clocks.png
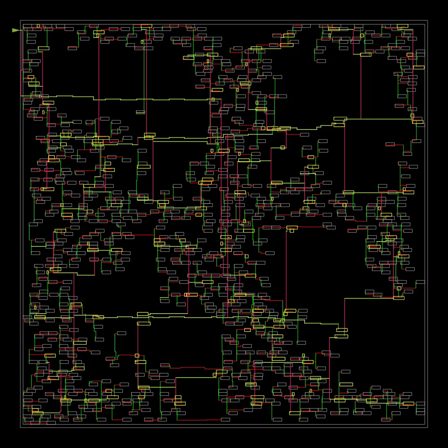
sizes.png
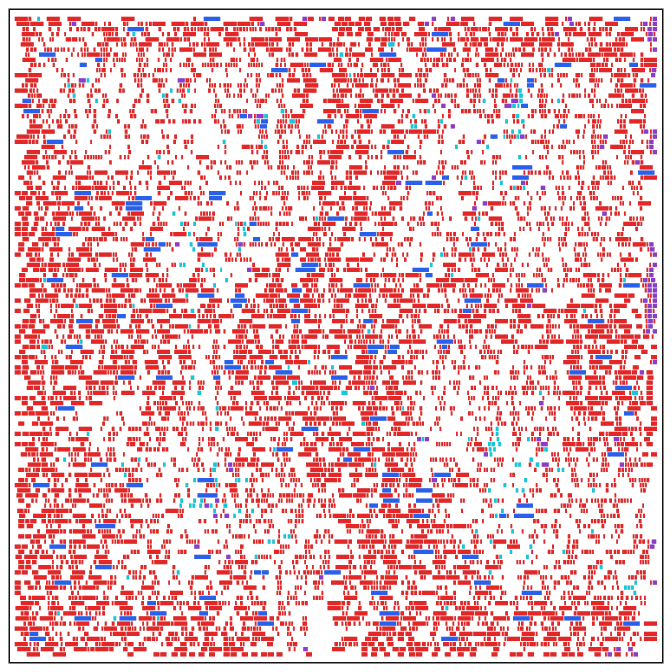
placement_by_type.png
The bar under the picture is 100 um long.
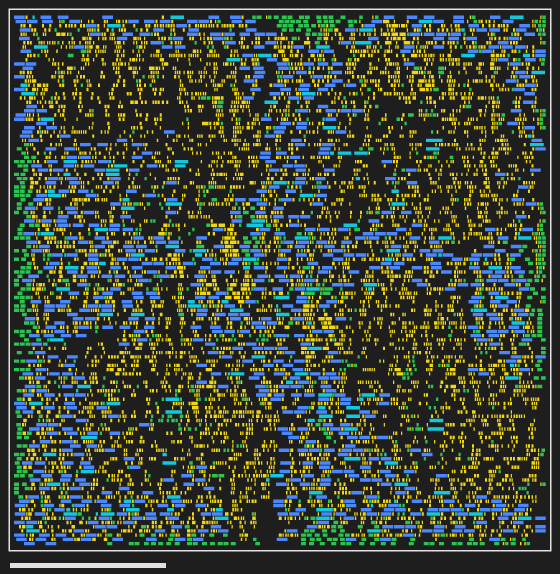
[config.mk]
export PLATFORM = sky130hd
export DESIGN_NAME = pmp_core
export DESIGN_NICKNAME = d
export VERILOG_FILES = /design/src/rtl/pmp_core.sv
export SDC_FILE = /design/constraint.sdc
export NUM_CORES = 2
export LEC_CHECK = 0
export ABC_AREA = 1
export ABC_CLOCK_PERIOD_IN_PS = 4290
export CAP_MARGIN = 20
export CORE_MARGIN = 2
export CORE_UTILIZATION = 40
export CTS_CLUSTER_DIAMETER = 150
export DETAILED_ROUTE_END_ITERATION = 16
export GPL_TIMING_DRIVEN = 0
export PLACE_DENSITY_LB_ADDON = 0.2
export SYNTH_ARGS = -nofsm -noshare
export SYNTH_HDL_FRONTEND = slang
export SYNTH_SLANG_ARGS = --single-unit
export TNS_END_PERCENT = 20
[constraint.sdc]
create_clock -name clk -period 4.29 [get_ports clk]
set_input_delay 0.858 -clock clk [delete_from_list [all_inputs] [get_ports clk]]
set_output_delay 0.858 -clock clk [all_outputs]
set_load 0.03 [all_outputs]
[src/rtl/pmp_core.sv]
// Multi-unit byte-stream pattern matcher: each unit holds a 1..8 byte pattern,
// streams command bytes through an 8-byte history and raises a sticky match flag.
module pmp_core #(
  parameter int unsigned NO_MODULES = 4
) (
  input  logic                           clk,
  input  logic                           reset,
  input  logic [0:NO_MODULES-1][63:0]    data,
  input  logic [0:NO_MODULES-1][15:0]    control,
  input  logic [31:0]                    data_ready,
  output logic [31:0]                    data_accepted,
  output logic [31:0]                    pattern_accepted
);

  localparam int unsigned BYTES = 8;
  localparam int unsigned CW    = 4;

  localparam logic [1:0] OP_NOP    = 2'b00;
  localparam logic [1:0] OP_LOAD   = 2'b01;
  localparam logic [1:0] OP_STREAM = 2'b10;
  localparam logic [1:0] OP_CLEAR  = 2'b11;

  typedef enum logic {ST_IDLE, ST_STREAM} state_e;

  logic [NO_MODULES-1:0] acc_w;
  logic [NO_MODULES-1:0] match_w;

  logic unused_ready;
  assign unused_ready = ^data_ready[31:NO_MODULES];

  for (genvar i = 0; i < NO_MODULES; i++) begin : g_unit
    state_e        state_q;
    logic [63:0]   pattern_q;
    logic [63:0]   hist_q;
    logic [63:0]   sdata_q;
    logic [CW-1:0] plen_q;
    logic [CW-1:0] hcount_q;
    logic [CW-1:0] rem_q;
    logic          done_q;
    logic          stag_q;
    logic          match_q;

    logic [1:0]    op;
    logic [CW-1:0] cnt;
    logic          tag;
    logic          cmd_new;
    logic [63:0]   hist_d;
    logic [CW-1:0] hcount_d;
    logic [2:0]    pidx;
    logic          hit;
    logic          unused_ctrl;

    assign unused_ctrl = ^control[i][9:0];

    // Decode command and evaluate the match on the history after this byte's shift.
    always_comb begin
      op       = control[i][15:14];
      cnt      = {1'b0, control[i][13:11]} + 4'd1;
      tag      = control[i][10];
      cmd_new  = (state_q == ST_IDLE) && data_ready[i] && (op != OP_NOP) && (tag != done_q);
      hist_d   = {hist_q[55:0], sdata_q[7:0]};
      hcount_d = (hcount_q == 4'(BYTES)) ? 4'(BYTES) : hcount_q + 4'd1;
      hit      = (hcount_d >= plen_q);
      pidx     = '0;
      // Newest byte (history slot 0) lines up with pattern byte plen-1.
      for (int j = 0; j < int'(BYTES); j++) begin
        pidx = 3'(plen_q - 4'd1 - 4'(j));
        if ((4'(j) < plen_q) && (hist_d[8*j +: 8] != pattern_q[{pidx, 3'b000} +: 8])) begin
          hit = 1'b0;
        end
      end
    end

    always_ff @(posedge clk) begin
      if (reset) begin
        state_q   <= ST_IDLE;
        pattern_q <= '0;
        hist_q    <= '0;
        sdata_q   <= '0;
        plen_q    <= 4'd1;
        hcount_q  <= '0;
        rem_q     <= '0;
        done_q    <= 1'b0;
        stag_q    <= 1'b0;
        match_q   <= 1'b0;
      end else begin
        case (state_q)
          ST_IDLE: begin
            if (cmd_new) begin
              case (op)
                OP_LOAD: begin
                  pattern_q <= data[i];
                  plen_q    <= cnt;
                  hist_q    <= '0;
                  hcount_q  <= '0;
                  match_q   <= 1'b0;
                  done_q    <= tag;
                end
                OP_CLEAR: begin
                  hcount_q <= '0;
                  match_q  <= 1'b0;
                  done_q   <= tag;
                end
                OP_STREAM: begin
                  sdata_q <= data[i];
                  rem_q   <= cnt;
                  stag_q  <= tag;
                  state_q <= ST_STREAM;
                end
                default: ;
              endcase
            end
          end
          ST_STREAM: begin
            hist_q   <= hist_d;
            hcount_q <= hcount_d;
            sdata_q  <= sdata_q >> 8;
            rem_q    <= rem_q - 4'd1;
            if (hit) begin
              match_q <= 1'b1;
            end
            if (rem_q == 4'd1) begin
              done_q  <= stag_q;
              state_q <= ST_IDLE;
            end
          end
          default: state_q <= ST_IDLE;
        endcase
      end
    end

    assign acc_w[i]   = (state_q == ST_IDLE) && data_ready[i] && (done_q == tag);
    assign match_w[i] = match_q;
  end

  assign data_accepted    = 32'(acc_w);
  assign pattern_accepted = 32'(match_w);

endmodule

==> out/results.tsv <==
stage	metric	value	unit
run_status	status	complete, but fails checks	
run_status	failing checks	setup timing	
synth	post-synth top area share	0.342	
synth	Top logic family	simple AND/OR/NAND/NOR gates	
layout	nets	8473	
setup_path	Worst Reg-to-Reg Cells	19	
layout	Data buffer area share	0.105	
pwr	Sw Share	0.331	
timing	fmax	232	MHz
setup_path	worst path buffer plus inverter count	4	
detailed_routing	drt via density	5.65	
setup_path	CP required	3.43	ns
synth	Synth Cell Area	46800	um^2
global_routing	met3 Use GR	0.0653	
synth	yosys adder share	0.0128	
detailed_routing	drt wl/cell	24.1	um
synth	Synth area leader	dfxtp_1	
min_path	class of the worst hold path	flip-flop to flip-flop	
timing	Least-Margin Pin Slew	1.18	ns
synth	synth top area cells	dfxtp_1 (34%), nand2_1 (25%), nand3_1 (9.9%), a21oi_1 (6.2%), o21ai_0 (4.6%)	
setup_path	CP max stage delay	0.79	ns
layout	Final Util	0.475	
pwr	clock share of power	0.402	
pwr	Leak Pwr	22.3	nW
timing	min cycle time layout	4.31	ns
layout	logic area	26400	um^2
clock_tree	H-tree depth	3	
synth	top-count cell post-synth	nand2_1	
layout	Diodes inserted	11	
die	# IOs	418	
timing	Setup WS post-layout	-0.0178	ns
synth	Netlist cell types	40	
clock_tree	clk buf depth	3	
setup_path	Max Fanout on Critical Path	10	
min_path	min-delay src	g_unit[1].sdata_q[63]	
layout	Comb gates	5833	
layout	dominant kind of cell	combinational gates	
detailed_routing	DR WL met2	98.8	mm
setup_path	Top delay family on crit path	buffers and inverters	
layout	nonclk inv count	496	
timing	final setup fails	1	
layout	most frequent cells in the layout	nand2_1 (3073), nand3_1 (928), dfxtp_1 (800)	
detailed_routing	met3 WL	21.9	mm
pwr	sequential power share	0.380	
clock_tree	Clock transition at path regs	0.06	ns
Back to the opening pictures, clocks.png:
Skew-Pair Late Insertion Delay: 0.71 ns
clock skew: 0.0283 ns
Clock Buffer Count: 128
Flop Count: 800
clock sinks: 800

Back to the opening pictures, sizes.png:
Key: blue = _6 and larger [cells 153, share 1.9%]; cyan = _2 cells [cells 186, share 2.3%]; red = _0 and _1 cells [cells 7698, share 95%]; purple = _3 and _4 cells [cells 107, share 1.3%]
Setup WS post-layout: -0.0178 ns
final instance area: 55100 um^2
nonclk buf count: 850

Back to the opening pictures, placement_by_type.png:
Key: cyan = clock drivers and dummy loads [cells 165]; blue = sequential cells [cells 800]; green = remaining buffers and delay cells [cells 850]; yellow = combinational and other logic [cells 6329]
CORE AREA: 116000 um^2
num rows: 125

==> how the worst max path moves through the flow <==
stage | end
finish | data_accepted[2]
detailed placement | g_unit[2].hist_q[52]
CTS | data_accepted[2]
global placement | g_unit[1].sdata_q[59]
global route | data_accepted[2]
floorplan | g_unit[2].match_q
==> tightest hold or removal path, cell delays in order, from the launching register on <==
cell and delay, ns:
dfxtp_1 0.30, nand2_1 0.06, a21oi_1 0.05
==> power groups by stage <==
stage                     Clock [W]  Sequential [W]  Combinational (W)
after floorplan                   0         0.00787            0.00267
after global placement            0         0.00795            0.00432
after detailed placement          0         0.00795            0.00434
after CTS                   0.00833         0.00778            0.00436
after global routing        0.00860         0.00780            0.00484
final                       0.00825         0.00779            0.00447
Power and IR drop assume default switching activity.
